`src/rtl/udma_adc_rx_pp_reg_if_pkg.sv`:
```
// Shared register map, field positions and channel FSM states for the
// ping-pong ADC rx register bank.
package udma_adc_rx_pkg;

  localparam logic [2:0] REG_SADDR_A   = 3'd0;
  localparam logic [2:0] REG_SIZE      = 3'd1;
  localparam logic [2:0] REG_CFG       = 3'd2;
  localparam logic [2:0] REG_SADDR_B   = 3'd3;
  localparam logic [2:0] REG_SINGLE_CH = 3'd4;
  localparam logic [2:0] REG_STATUS    = 3'd5;
  localparam logic [2:0] REG_IRQ_EN    = 3'd6;

  localparam int CFG_CONT_BIT = 0;
  localparam int CFG_EN_BIT   = 4;
  localparam int CFG_CLR_BIT  = 5;
  localparam int CFG_PP_BIT   = 6;

  localparam int STAT_DONE_BIT = 0;
  localparam int STAT_OVR_BIT  = 1;

  localparam logic [1:0] DATASIZE_32 = 2'b10;

  typedef enum logic [1:0] {
    PP_IDLE  = 2'd0,
    PP_RUN_A = 2'd1,
    PP_RUN_B = 2'd2
  } pp_state_e;

endpackage

```
`src/rtl/udma_adc_rx_pp_reg_if_if.sv`:
```
// uDMA configuration bus: single-cycle strobe, combinational read data.
interface udma_adc_rx_cfg_if;
  logic [31:0] cfg_data_i;
  logic [7:0]  cfg_addr_i;
  logic        cfg_valid_i;
  logic        cfg_rwn_i;
  logic [31:0] cfg_data_o;
  logic        cfg_ready_o;

  modport master (output cfg_data_i, cfg_addr_i, cfg_valid_i, cfg_rwn_i,
                  input  cfg_data_o, cfg_ready_o);
  modport slave  (input  cfg_data_i, cfg_addr_i, cfg_valid_i, cfg_rwn_i,
                  output cfg_data_o, cfg_ready_o);
endinterface

```
`src/rtl/udma_adc_rx_pp_reg_if_ch.sv`:
```
// One rx channel: config regs, ping-pong re-arm FSM, completion detect, W1C status.
//   state    | meaning
//   PP_IDLE  | not ping-ponging (off, cleared, or single-buffer mode)
//   PP_RUN_A | DMA running on buffer A, re-arm to B on completion
//   PP_RUN_B | DMA running on buffer B, re-arm to A on completion
module udma_adc_rx_pp_ch
  import udma_adc_rx_pkg::*;
#(
  parameter int L2_AWIDTH_NOAL  = 19,
  parameter int UDMA_TRANS_SIZE = 20,
  parameter int TRANS_SIZE      = 16
) (
  input  logic                       clk_i,
  input  logic                       rstn_i,
  input  logic                       wr_i,
  input  logic [2:0]                 reg_i,
  input  logic [31:0]                wdata_i,
  output logic [31:0]                rdata_o,
  input  logic                       rx_en_i,
  input  logic                       rx_pending_i,
  input  logic [L2_AWIDTH_NOAL-1:0]  curr_addr_i,
  input  logic [UDMA_TRANS_SIZE-1:0] bytes_left_i,
  output logic [L2_AWIDTH_NOAL-1:0]  startaddr_o,
  output logic [UDMA_TRANS_SIZE-1:0] size_o,
  output logic                       continuous_o,
  output logic                       en_o,
  output logic                       clr_o,
  output logic                       evt_done_o
);

  logic [L2_AWIDTH_NOAL-1:0] r_saddr_a, r_saddr_b;
  logic [TRANS_SIZE-1:0]     r_size, r_size_out;
  logic                      r_cont, r_pp, r_irq_en;
  logic                      r_done, r_ovr, r_buf_idx, r_en_q;
  pp_state_e                 state_q, state_d;
  logic                      arm, arm_b, clr_req, done_c;
  logic                      unused_wdata;

  wire wr_saddr_a = wr_i & (reg_i == REG_SADDR_A);
  wire wr_size    = wr_i & (reg_i == REG_SIZE);
  wire wr_cfg     = wr_i & (reg_i == REG_CFG);
  wire wr_saddr_b = wr_i & (reg_i == REG_SADDR_B);
  wire wr_status  = wr_i & (reg_i == REG_STATUS);
  wire wr_irq     = wr_i & (reg_i == REG_IRQ_EN);
  wire w1c_done   = wr_status & wdata_i[STAT_DONE_BIT];
  wire w1c_ovr    = wr_status & wdata_i[STAT_OVR_BIT];

  assign unused_wdata = ^wdata_i;
  assign done_c       = r_en_q & ~rx_en_i;

  always_ff @(posedge clk_i or negedge rstn_i) begin
    if (!rstn_i) begin
      r_saddr_a <= '0;
      r_saddr_b <= '0;
      r_size    <= '0;
      r_cont    <= 1'b0;
      r_pp      <= 1'b0;
      r_irq_en  <= 1'b0;
    end else begin
      if (wr_saddr_a) r_saddr_a <= wdata_i[L2_AWIDTH_NOAL-1:0];
      if (wr_saddr_b) r_saddr_b <= wdata_i[L2_AWIDTH_NOAL-1:0];
      if (wr_size)    r_size    <= wdata_i[TRANS_SIZE-1:0];
      if (wr_irq)     r_irq_en  <= wdata_i[0];
      if (wr_cfg) begin
        r_cont <= wdata_i[CFG_CONT_BIT];
        r_pp   <= wdata_i[CFG_PP_BIT];
      end
    end
  end

  // A software enable/clear owns the channel for that cycle; auto re-arm only otherwise.
  always_comb begin
    state_d = state_q;
    arm     = 1'b0;
    arm_b   = 1'b0;
    clr_req = 1'b0;
    if (wr_cfg && wdata_i[CFG_CLR_BIT]) begin
      state_d = PP_IDLE;
      clr_req = 1'b1;
    end else if (wr_cfg && wdata_i[CFG_EN_BIT]) begin
      arm     = 1'b1;
      state_d = wdata_i[CFG_PP_BIT] ? PP_RUN_A : PP_IDLE;
    end else if (done_c) begin
      case (state_q)
        PP_RUN_A: begin arm = 1'b1; arm_b = 1'b1; state_d = PP_RUN_B; end
        PP_RUN_B: begin arm = 1'b1; state_d = PP_RUN_A; end
        default:  state_d = PP_IDLE;
      endcase
    end
  end

  always_ff @(posedge clk_i or negedge rstn_i) begin
    if (!rstn_i) begin
      state_q     <= PP_IDLE;
      r_en_q      <= 1'b0;
      en_o        <= 1'b0;
      clr_o       <= 1'b0;
      evt_done_o  <= 1'b0;
      startaddr_o <= '0;
      r_size_out  <= '0;
      r_buf_idx   <= 1'b0;
      r_done      <= 1'b0;
      r_ovr       <= 1'b0;
    end else begin
      state_q    <= state_d;
      r_en_q     <= rx_en_i;
      en_o       <= arm;
      clr_o      <= clr_req;
      evt_done_o <= done_c & r_irq_en;
      if (arm) begin
        startaddr_o <= arm_b ? r_saddr_b : r_saddr_a;
        r_size_out  <= r_size;
        r_buf_idx   <= arm_b;
      end else if (clr_req) begin
        r_buf_idx   <= 1'b0;
      end
      if (done_c)        r_done <= 1'b1;
      else if (w1c_done) r_done <= 1'b0;
      if (done_c && r_done && !w1c_done) r_ovr <= 1'b1;
      else if (w1c_ovr)                  r_ovr <= 1'b0;
    end
  end

  assign size_o       = UDMA_TRANS_SIZE'(r_size_out);
  assign continuous_o = r_cont & ~r_pp;

  always_comb begin
    rdata_o = '0;
    case (reg_i)
      REG_SADDR_A: rdata_o = 32'(curr_addr_i);
      REG_SIZE:    rdata_o = 32'(bytes_left_i);
      REG_CFG:     rdata_o = {25'd0, r_pp, rx_pending_i, rx_en_i, 1'b0, DATASIZE_32, r_cont};
      REG_SADDR_B: rdata_o = 32'(r_saddr_b);
      REG_STATUS:  rdata_o = {29'd0, r_buf_idx, r_ovr, r_done};
      REG_IRQ_EN:  rdata_o = {31'd0, r_irq_en};
      default:     rdata_o = '0;
    endcase
  end

endmodule

```
`src/rtl/udma_adc_rx_pp_reg_if.sv`:
```
// ADC rx register bank top: channel address decode, read mux, global single-channel mode.
module udma_adc_rx_pp_reg_if
  import udma_adc_rx_pkg::*;
#(
  parameter int L2_AWIDTH_NOAL  = 19,
  parameter int UDMA_TRANS_SIZE = 20,
  parameter int TRANS_SIZE      = 16,
  parameter int ADC_NUM_CHS     = 8
) (
  input  logic                                          clk_i,
  input  logic                                          rstn_i,
  udma_adc_rx_cfg_if.slave                              cfg,
  output logic [ADC_NUM_CHS-1:0][L2_AWIDTH_NOAL-1:0]    cfg_rx_startaddr_o,
  output logic [ADC_NUM_CHS-1:0][UDMA_TRANS_SIZE-1:0]   cfg_rx_size_o,
  output logic [ADC_NUM_CHS-1:0][1:0]                   cfg_rx_datasize_o,
  output logic [ADC_NUM_CHS-1:0]                        cfg_rx_continuous_o,
  output logic [ADC_NUM_CHS-1:0]                        cfg_rx_en_o,
  output logic [ADC_NUM_CHS-1:0]                        cfg_rx_clr_o,
  input  logic [ADC_NUM_CHS-1:0]                        cfg_rx_en_i,
  input  logic [ADC_NUM_CHS-1:0]                        cfg_rx_pending_i,
  input  logic [ADC_NUM_CHS-1:0][L2_AWIDTH_NOAL-1:0]    cfg_rx_curr_addr_i,
  input  logic [ADC_NUM_CHS-1:0][UDMA_TRANS_SIZE-1:0]   cfg_rx_bytes_left_i,
  output logic                                          cfg_single_ch_mode_o,
  output logic [ADC_NUM_CHS-1:0]                        evt_done_o
);

  logic [4:0]                   ch;
  logic [2:0]                   rg;
  logic                         ch_ok, wr;
  logic [ADC_NUM_CHS-1:0][31:0] ch_rdata;

  assign ch    = cfg.cfg_addr_i[7:3];
  assign rg    = cfg.cfg_addr_i[2:0];
  assign ch_ok = ({1'b0, ch} < 6'(ADC_NUM_CHS));
  assign wr    = cfg.cfg_valid_i & ~cfg.cfg_rwn_i & ch_ok;

  assign cfg.cfg_ready_o = 1'b1;

  for (genvar g = 0; g < ADC_NUM_CHS; g++) begin : g_ch
    assign cfg_rx_datasize_o[g] = DATASIZE_32;

    udma_adc_rx_pp_ch #(
      .L2_AWIDTH_NOAL (L2_AWIDTH_NOAL),
      .UDMA_TRANS_SIZE(UDMA_TRANS_SIZE),
      .TRANS_SIZE     (TRANS_SIZE)
    ) u_ch (
      .clk_i       (clk_i),
      .rstn_i      (rstn_i),
      .wr_i        (wr && (ch == 5'(g))),
      .reg_i       (rg),
      .wdata_i     (cfg.cfg_data_i),
      .rdata_o     (ch_rdata[g]),
      .rx_en_i     (cfg_rx_en_i[g]),
      .rx_pending_i(cfg_rx_pending_i[g]),
      .curr_addr_i (cfg_rx_curr_addr_i[g]),
      .bytes_left_i(cfg_rx_bytes_left_i[g]),
      .startaddr_o (cfg_rx_startaddr_o[g]),
      .size_o      (cfg_rx_size_o[g]),
      .continuous_o(cfg_rx_continuous_o[g]),
      .en_o        (cfg_rx_en_o[g]),
      .clr_o       (cfg_rx_clr_o[g]),
      .evt_done_o  (evt_done_o[g])
    );
  end

  always_ff @(posedge clk_i or negedge rstn_i) begin
    if (!rstn_i)                        cfg_single_ch_mode_o <= 1'b0;
    else if (wr && rg == REG_SINGLE_CH) cfg_single_ch_mode_o <= cfg.cfg_data_i[0];
  end

  always_comb begin
    cfg.cfg_data_o = '0;
    if (ch_ok) begin
      if (rg == REG_SINGLE_CH) begin
        cfg.cfg_data_o = {31'd0, cfg_single_ch_mode_o};
      end else begin
        for (int c = 0; c < ADC_NUM_CHS; c++)
          if (ch == 5'(c)) cfg.cfg_data_o = ch_rdata[c];
      end
    end
  end

endmodule

```
`src/flat_wrapper.sv`:
```
// flat-port wrapper written by rule: the top's interface ports become plain ports
module udma_adc_rx_pp_reg_if_flat import udma_adc_rx_pkg::*;
#(
  parameter int L2_AWIDTH_NOAL  = 19,
  parameter int UDMA_TRANS_SIZE = 20,
  parameter int TRANS_SIZE      = 16,
  parameter int ADC_NUM_CHS     = 8
)
  (clk_i, rstn_i, cfg_rx_startaddr_o, cfg_rx_size_o, cfg_rx_datasize_o, cfg_rx_continuous_o, cfg_rx_en_o, cfg_rx_clr_o, cfg_rx_en_i, cfg_rx_pending_i, cfg_rx_curr_addr_i, cfg_rx_bytes_left_i, cfg_single_ch_mode_o, evt_done_o, cfg_cfg_data_i, cfg_cfg_addr_i, cfg_cfg_valid_i, cfg_cfg_rwn_i, cfg_cfg_data_o, cfg_cfg_ready_o);
  udma_adc_rx_cfg_if cfg_i ();
  input  logic clk_i;
  input  logic rstn_i;
  output logic [ADC_NUM_CHS-1:0][L2_AWIDTH_NOAL-1:0] cfg_rx_startaddr_o;
  output logic [ADC_NUM_CHS-1:0][UDMA_TRANS_SIZE-1:0] cfg_rx_size_o;
  output logic [ADC_NUM_CHS-1:0][1:0] cfg_rx_datasize_o;
  output logic [ADC_NUM_CHS-1:0] cfg_rx_continuous_o;
  output logic [ADC_NUM_CHS-1:0] cfg_rx_en_o;
  output logic [ADC_NUM_CHS-1:0] cfg_rx_clr_o;
  input  logic [ADC_NUM_CHS-1:0] cfg_rx_en_i;
  input  logic [ADC_NUM_CHS-1:0] cfg_rx_pending_i;
  input  logic [ADC_NUM_CHS-1:0][L2_AWIDTH_NOAL-1:0] cfg_rx_curr_addr_i;
  input  logic [ADC_NUM_CHS-1:0][UDMA_TRANS_SIZE-1:0] cfg_rx_bytes_left_i;
  output logic cfg_single_ch_mode_o;
  output logic [ADC_NUM_CHS-1:0] evt_done_o;
  input wire logic [$bits(cfg_i.cfg_data_i)-1:0] cfg_cfg_data_i;
  input wire logic [$bits(cfg_i.cfg_addr_i)-1:0] cfg_cfg_addr_i;
  input wire logic [$bits(cfg_i.cfg_valid_i)-1:0] cfg_cfg_valid_i;
  input wire logic [$bits(cfg_i.cfg_rwn_i)-1:0] cfg_cfg_rwn_i;
  output wire logic [$bits(cfg_i.cfg_data_o)-1:0] cfg_cfg_data_o;
  output wire logic [$bits(cfg_i.cfg_ready_o)-1:0] cfg_cfg_ready_o;
  assign cfg_i.cfg_data_i = cfg_cfg_data_i;
  assign cfg_i.cfg_addr_i = cfg_cfg_addr_i;
  assign cfg_i.cfg_valid_i = cfg_cfg_valid_i;
  assign cfg_i.cfg_rwn_i = cfg_cfg_rwn_i;
  assign cfg_cfg_data_o = cfg_i.cfg_data_o;
  assign cfg_cfg_ready_o = cfg_i.cfg_ready_o;
  udma_adc_rx_pp_reg_if #(.L2_AWIDTH_NOAL(L2_AWIDTH_NOAL), .UDMA_TRANS_SIZE(UDMA_TRANS_SIZE), .TRANS_SIZE(TRANS_SIZE), .ADC_NUM_CHS(ADC_NUM_CHS)) u_core (.clk_i(clk_i), .rstn_i(rstn_i), .cfg(cfg_i), .cfg_rx_startaddr_o(cfg_rx_startaddr_o), .cfg_rx_size_o(cfg_rx_size_o), .cfg_rx_datasize_o(cfg_rx_datasize_o), .cfg_rx_continuous_o(cfg_rx_continuous_o), .cfg_rx_en_o(cfg_rx_en_o), .cfg_rx_clr_o(cfg_rx_clr_o), .cfg_rx_en_i(cfg_rx_en_i), .cfg_rx_pending_i(cfg_rx_pending_i), .cfg_rx_curr_addr_i(cfg_rx_curr_addr_i), .cfg_rx_bytes_left_i(cfg_rx_bytes_left_i), .cfg_single_ch_mode_o(cfg_single_ch_mode_o), .evt_done_o(evt_done_o));
endmodule
```
`config.mk`:
```
export PLATFORM = sky130hd
export DESIGN_NAME = udma_adc_rx_pp_reg_if_flat
export DESIGN_NICKNAME = d
export VERILOG_FILES = /design/src/rtl/udma_adc_rx_pp_reg_if_pkg.sv /design/src/rtl/udma_adc_rx_pp_reg_if_if.sv /design/src/rtl/udma_adc_rx_pp_reg_if_ch.sv /design/src/rtl/udma_adc_rx_pp_reg_if.sv /design/src/flat_wrapper.sv
export SDC_FILE = /design/constraint.sdc
export NUM_CORES = 1
export LEC_CHECK = 0
export CAP_MARGIN = 20
export CORE_UTILIZATION = 40
export CTS_BUF_LIST = sky130_fd_sc_hd__clkbuf_2
export DETAILED_ROUTE_END_ITERATION = 6
export PLACE_DENSITY = 0.68
export SLEW_MARGIN = 20
export SYNTH_ARGS = -nofsm -noshare
export SYNTH_HDL_FRONTEND = slang
export SYNTH_SLANG_ARGS = --single-unit
```
`constraint.sdc`:
```
create_clock -name clk_i -period 3.5 [get_ports clk_i]
set_input_delay 0.7 -clock clk_i [delete_from_list [all_inputs] [get_ports clk_i]]
set_output_delay 0.7 -clock clk_i [all_outputs]
set_load 0.1 [all_outputs]
```
### M1 wires, run 1

(1 px per um) Cells faint in the background.
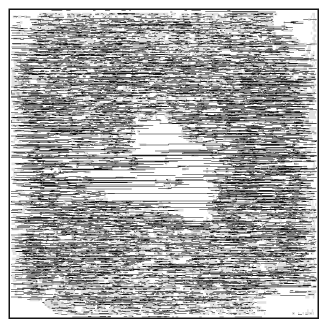
wire length on this layer = 66.5 mm
nets with wire on the layer = 4079
main direction = horizontal
longest straight run = 136 um

### M2 wires, run 1

(1.5 px per um)
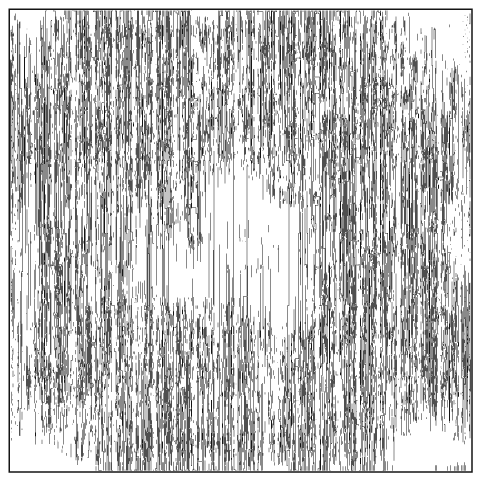
longest straight run = 143 um
nets with wire on the layer = 4168

==> flow_summary.toml, run 1 <==
# implementation run metrics
[status]
outcome = "complete, but fails checks"
violations = "setup timing"

[die]
fp.dieW_um = 307
pin_count = 766
dieHeight_um = 307

[pwr]
p_int_w = 0.0133
maxPowerGroup = "sequential cells"
seqPwrFrac_pct = 48.5
p_clk_w = 0.00630
swShare_pct = 33.7
pwr-share-comb_pct = 19.9
clockPowerShare_pct = 31.5
p_leak_nw = 24.6

[timing]
period_needed_ns = 4.15
setup-violations-final = 19
fin_ws_ns = -0.652
clock_skew_ns = 0.0891
finalHoldViolCount = 0
rsz0062_at_grt = "yes"

[clock_network]
cts_max_path_buffers = 3
clk_latency_ns = 1.52
clockRootBuffer = "clkbuf_2"
cts_tree = "done"
htree_levels = 4
post-cts-setup-buffers = 38

[placed_design]
port-buffer-count = 691
dp_hpwl_um = 118000
place_inst = 5161

[critical_path]
r2r-end = "u_core.g_ch[7].u_ch.startaddr_o[14]$_DFFE_PN0P_"
worstRegToRegCells = 6
crit_type = "register to output port"
r2r_setup_slack_ns = 1.36
slowest_stage = "mux4_2"
arrival_ns = 3.45
critical_path_buf_inv_count = 1
cp_cell_sequence = "mux4_2 -> a22o_1 -> a21oi_2 -> a211o_1 -> a311oi_4 -> buf_12"
r2r_start = "u_core.g_ch[7].u_ch.state_q[1]$_DFFE_PN0P_"

[hold_path]
hold_depth = 7
hold_path.class = "input port to register"
hp-start = "cfg_cfg_addr_i[5]"

[yosys]
yosys-top-cells-count = "dfrtp_1, mux2_2, nand2_1"
ff_type = "dfrtp_1"
synthTopCellsByArea = "dfrtp_1, mux2_2, mux2i_1"
synthCells = 3126
ys.flops = 809
edf_count = 0

[global_routing]
grtUsageTotal_pct = 33.3
first_global_vias = 30900
grt_max_degree = 81

[drt]
drt_first_pass_iters = 6
avgRoutedWirePerCell_um = 28.4
drc = 0
vias_per_cell = 5.47

[cells_and_area]
final_util_pct = 55.4
fillerInstances = 8035
### Signal wires on met3, run 1

(1 px per um) Cells faint in the background.
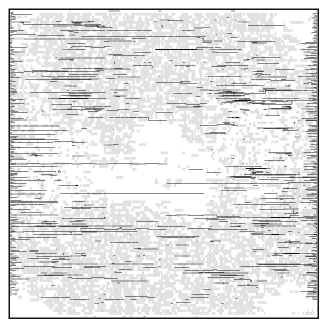
longest straight run = 143 um
nets with wire on the layer = 725
main direction = horizontal
wire length on this layer = 10900 um

### Signal wires on met4, run 1

(1 px per um) Cells faint in the background.
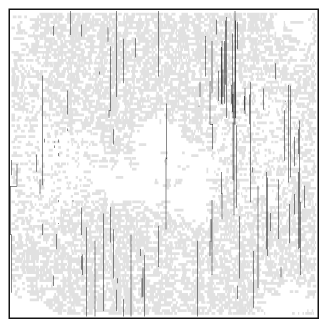
longest straight run = 133 um
main direction = vertical
share of all routed wire = 2.8%
final WL: 158000 um
vias: 30600

-- run 1: cell families after synthesis --
logic type	count (synthesis)	share of synthesized area, %
and+or+nand+nor	565	6.65
DFF	809	54.2
adders and majority gates	24	0.805
other	2	0.0201
AOI/OAI and AO/OA	542	8.38
buffers and inverters	337	4.56
muxes	847	25.3
-- run 1: registers in the layout (all words and copies together) (netlist names), 8 cells and up --
signal,count
u_core.g_ch.u_ch.en_o,8
u_core.g_ch.u_ch.r_pp,8
u_core.g_ch.u_ch.r_irq_en,8
u_core.g_ch.u_ch.r_ovr,8
u_core.g_ch.u_ch.r_size,128
u_core.g_ch.u_ch.r_buf_idx,8
u_core.g_ch.u_ch.evt_done_o,8
u_core.g_ch.u_ch.r_saddr_b,152
u_core.g_ch.u_ch.r_saddr_a,152
u_core.g_ch.u_ch.r_cont,8
u_core.g_ch.u_ch.state_q,16
u_core.g_ch.u_ch.r_size_out,128
u_core.g_ch.u_ch.startaddr_o,152
u_core.g_ch.u_ch.r_en_q,8
u_core.g_ch.u_ch.r_done,8
u_core.g_ch.u_ch.clr_o,8
-- run 1: worst min path at each step --
stage / end / slack [ns]
final: u_core.g_ch[1].u_ch.r_ovr$_DFFE_PN0P_ / 0.1
after global routing: u_core.g_ch[3].u_ch.state_q[1]$_DFFE_PN0P_ / 0.002
after CTS: u_core.g_ch[7].u_ch.r_saddr_b[2]$_DFFE_PN0P_ / 0.002
after detailed placement: u_core.g_ch[0].u_ch.startaddr_o[8]$_DFFE_PN0P_ / 0.47
after global placement: u_core.g_ch[4].u_ch.startaddr_o[3]$_DFFE_PN0P_ / 0.46
after floorplan: u_core.cfg_single_ch_mode_o$_DFFE_PN0P_ / 0.40
-- run 1: final cells by class --
cell class / count / area [um^2] / share of cell area (%)
Sequential cell: 809 / 20300 / 39.8
Multi-Input combinational cell: 2039 / 16400 / 32.1
Timing Repair Buffer: 1118 / 10900 / 21.4
Tap cell: 1243 / 1560 / 3.05
Clock buffer: 292 / 1460 / 2.87
Clock inverter: 44 / 258 / 0.505
Inverter: 29 / 111 / 0.218
Antenna cell: 11 / 27.5 / 0.0540
-- run 1: placed cells by master, fill, tap and decap left out, drive strengths merged, types with 5 or more instances in the layout --
master           n
nand3           18
inv             35
nand2b          10
mux2i          238
conb            61
a21oi          150
ha              24
o2bb2ai          5
clkbuf         294
clkinv          35
clkdlybuf4s50  344
o22ai           94
dlygate4sd3     26
and2            20
nand2          255
or4             12
o21ai          207
a221oi          13
mux2           590
a22o             7
a31oi           11
nor2b           21
diode           11
dfrtp          809
o221ai           6
nor3            21
buf            624
clkdlybuf4s15  119
mux4            19
a22oi           12
and3             6
nor2           182
-- run 1: layer usage --
layer | share of wire, % | GRT usage, %
met2 | 48 | 54.5
met1 | 42 | 44.0
met4 | 2.8 | 10.9
met3 | 6.9 | 6.87
met5 | 0.083 | 0
-- run 1: metrics by stage --
step / TNS [ns] / instance area [um^2] / setup slack (ns)
after floorplan: -0.0332 / 37800 / -0.0311
after global placement: -10.62 / 47900 / -0.469
after detailed placement: -10.30 / 47900 / -0.474
after CTS: -12.78 / 50700 / -0.843
after global routing: -12.50 / 51000 / -0.838
final: -8.96 / 51000 / -0.652
--- run 2 (diff from run 1) ---
ABC_AREA = 1   (was not set)
CORE_ASPECT_RATIO = 1.75   (was not set)
PLACE_DENSITY = 0.7   (was 0.68)
clock period = 3.45 ns   (was 3.5 ns; I/O delays follow)
==> run 2 against run 1 <==
The flow still finishes with violations (setup timing). Utilization shrank 0.85 points. Clock power shrank 1%. Sequential share of layout area grew 0.79 points. Critical path depth grew 5. Global-route usage grew 2.8 points. Cell area shrank 2.1%. Non-clock buffer count shrank 27. Synthesized area shrank 1.1%. Count of clock-buffer cells in the layout shrank 28. Die size shrank 1.1%. Total power grew 14%. Clock skew grew 0.039 ns. Highest routed layer unchanged.
==> flow_summary.toml, run 2 <==
# implementation run metrics
[critical_path]
cp_cell_sequence = "nand2_1 -> a31oi_1 -> o21ai_4 -> nand2_1 -> nand2_2 -> nand2_2 -> nand2_4 -> nand3_4 -> nand2_4 -> clkinvlp_4 -> buf_12"
slowest_stage = "dfrtp_1"
arrival_ns = 3.40
r2r_start = "u_core.g_ch[2].u_ch.state_q[0]$_DFFE_PN0P_"

[timing]
fin_ws_ns = -0.639
finalHoldViolCount = 0
period_needed_ns = 4.09
rsz0062_at_grt = "yes"
setup-violations-final = 20

[drt]
avgRoutedWirePerCell_um = 25.4
drc = 0
drt_first_pass_iters = 7
num_vias = 36100
vias_per_cell = 5.40

[cells_and_area]
layout_top_cell = "nand2_1"
largestRegisters = "u_core.g_ch.u_ch.r_saddr_a: 152 flops, u_core.g_ch.u_ch.r_saddr_b: 152 flops, u_core.g_ch.u_ch.startaddr_o: 152 flops"
seqCellArea_um2 = 20200
final-comb-area_um2 = 14900
lay_top_cells = "nand2_1, dfrtp_1, o21ai_0"
fillerInstances = 8569
stdcell_area_um2 = 49900

[yosys]
synthCells = 4392
edf_count = 0
synthTopCellsByArea = "dfrtp_1, nand2_1, o21ai_0"
ys.flops = 809
yosys-top-cells-count = "nand2_1, dfrtp_1, o21ai_0"

[die]
dieHeight_um = 404
pin_count = 766

[status]
outcome = "complete, but fails checks"
violations = "setup timing"

[clock_network]
clockRootBuffer = "clkbuf_2"
cts_max_path_buffers = 3

[placed_design]
port-buffer-count = 691
place_inst = 6279

[hold_path]
hp-start = "cfg_cfg_addr_i[2]"
-- run 2: through the flow --
| stage | hold WS, ns | util [%] |
|---|---|---|
| global placement | 0.455 | 50.7 |
| finish | 0.111 | 54.5 |
| floorplan | 0.394 | - |
| CTS | 0.00357 | 54.1 |
| global route | -0.00519 | 54.5 |
| detailed placement | 0.458 | 50.7 |
-- run 2: timing repair --
action | 4_1_cts | 5_1_grt
resized | 553 | 66
setup endpoints to repair | 127 | 20
pin swaps | 88 | 51
cloned | 2 | 2
hold buffers | 36 | 1
buffers inserted | 33 | 10
endpoints found under the hold margin | 997 | 1
-- run 2: power breakdown --
| part | internal (W) | total [W] | switching (W) |
|---|---|---|---|
| clock network | 0.00218 | 0.00624 | 0.00406 |
| registers | 0.00991 | 0.0103 | 0.000349 |
| logic | 0.00153 | 0.00631 | 0.00478 |
| total | 0.0136 | 0.0228 | 0.00919 |
-- run 2: final cells by class --
type / count / area share [%]
diodes: 14 / 0.0701
clock buffers: 264 / 2.65
clock inverters: 54 / 0.619
inverters: 241 / 1.94
multi-input cells: 3023 / 29.9
flip-flops and latches: 809 / 40.5
well taps: 1192 / 2.99
repair buffers: 1091 / 21.3
-- run 2: cell families (layout without fill, tap and decap cells) --
family / after synthesis / in the layout / share of synthesized area (%)
other: 2 / 75 / 0.0204
AND-OR/OR-AND: 994 / 994 / 15.2
AND/OR/NAND/NOR: 1944 / 1944 / 21.3
buffers and inverters: 619 / 1650 / 7.75
flip-flops: 809 / 809 / 54.9
adder cells (fa/ha/maj): 24 / 24 / 0.814
-- run 2: worst reg2reg max path, delay by kind of cell (launching register included) --
kind	cells	cell delay, ns
and+or+nand+nor	4	0.56
buffers and inverters	4	0.55
DFF	1	0.44
AOI/OAI and AO/OA	2	0.26
adders and majority gates	1	0.28
-- run 2: worst paths after layout --
check	slack (ns)	end
hold reg to reg	0.41	u_core.g_ch[5].u_ch.r_size_out[10]$_DFFE_PN0P_
min in group asynchronous	0.25	u_core.g_ch[4].u_ch.startaddr_o[4]$_DFFE_PN0P_
hold / removal	0.11	u_core.cfg_single_ch_mode_o$_DFFE_PN0P_
setup reg to reg	1.33	u_core.g_ch[2].u_ch.startaddr_o[0]$_DFFE_PN0P_
setup / recovery	-0.64	cfg_cfg_data_o[11]
max in group asynchronous	2.20	u_core.g_ch[0].u_ch.r_saddr_a[15]$_DFFE_PN0P_
-- run 2: per-layer routing --
metal	up-vias	routed length, um	track usage (%)
met1	17400	62400	41.9
met4	20	13100	24.9
met5	-	122	0
met2	2076	79300	57.8
met3	480	14800	9.56
li1	16100	-	-
### Routing congestion, run 2

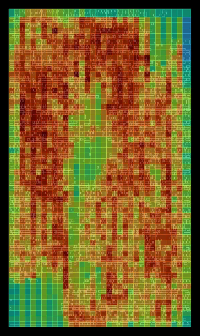
Most Crowded Layer GR: met2
met3 Usage GRT: 9.56%
Total GRT Usage: 36.0%
met2 usage: 57.8%
Finished Core Util: 54.5%

### M2 wires, run 2

(1.5 px per um)
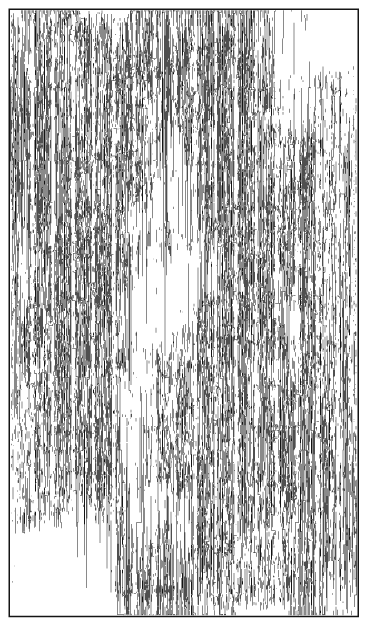
longest straight run = 174 um
wire length on this layer = 79.3 mm

### Signal wires on met4, run 2

(1 px per um) Cells faint in the background.
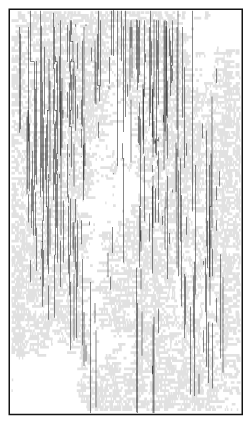
share of all routed wire = 7.7%
nets with wire on the layer = 172

Power is estimated from default activity; no workload was simulated.
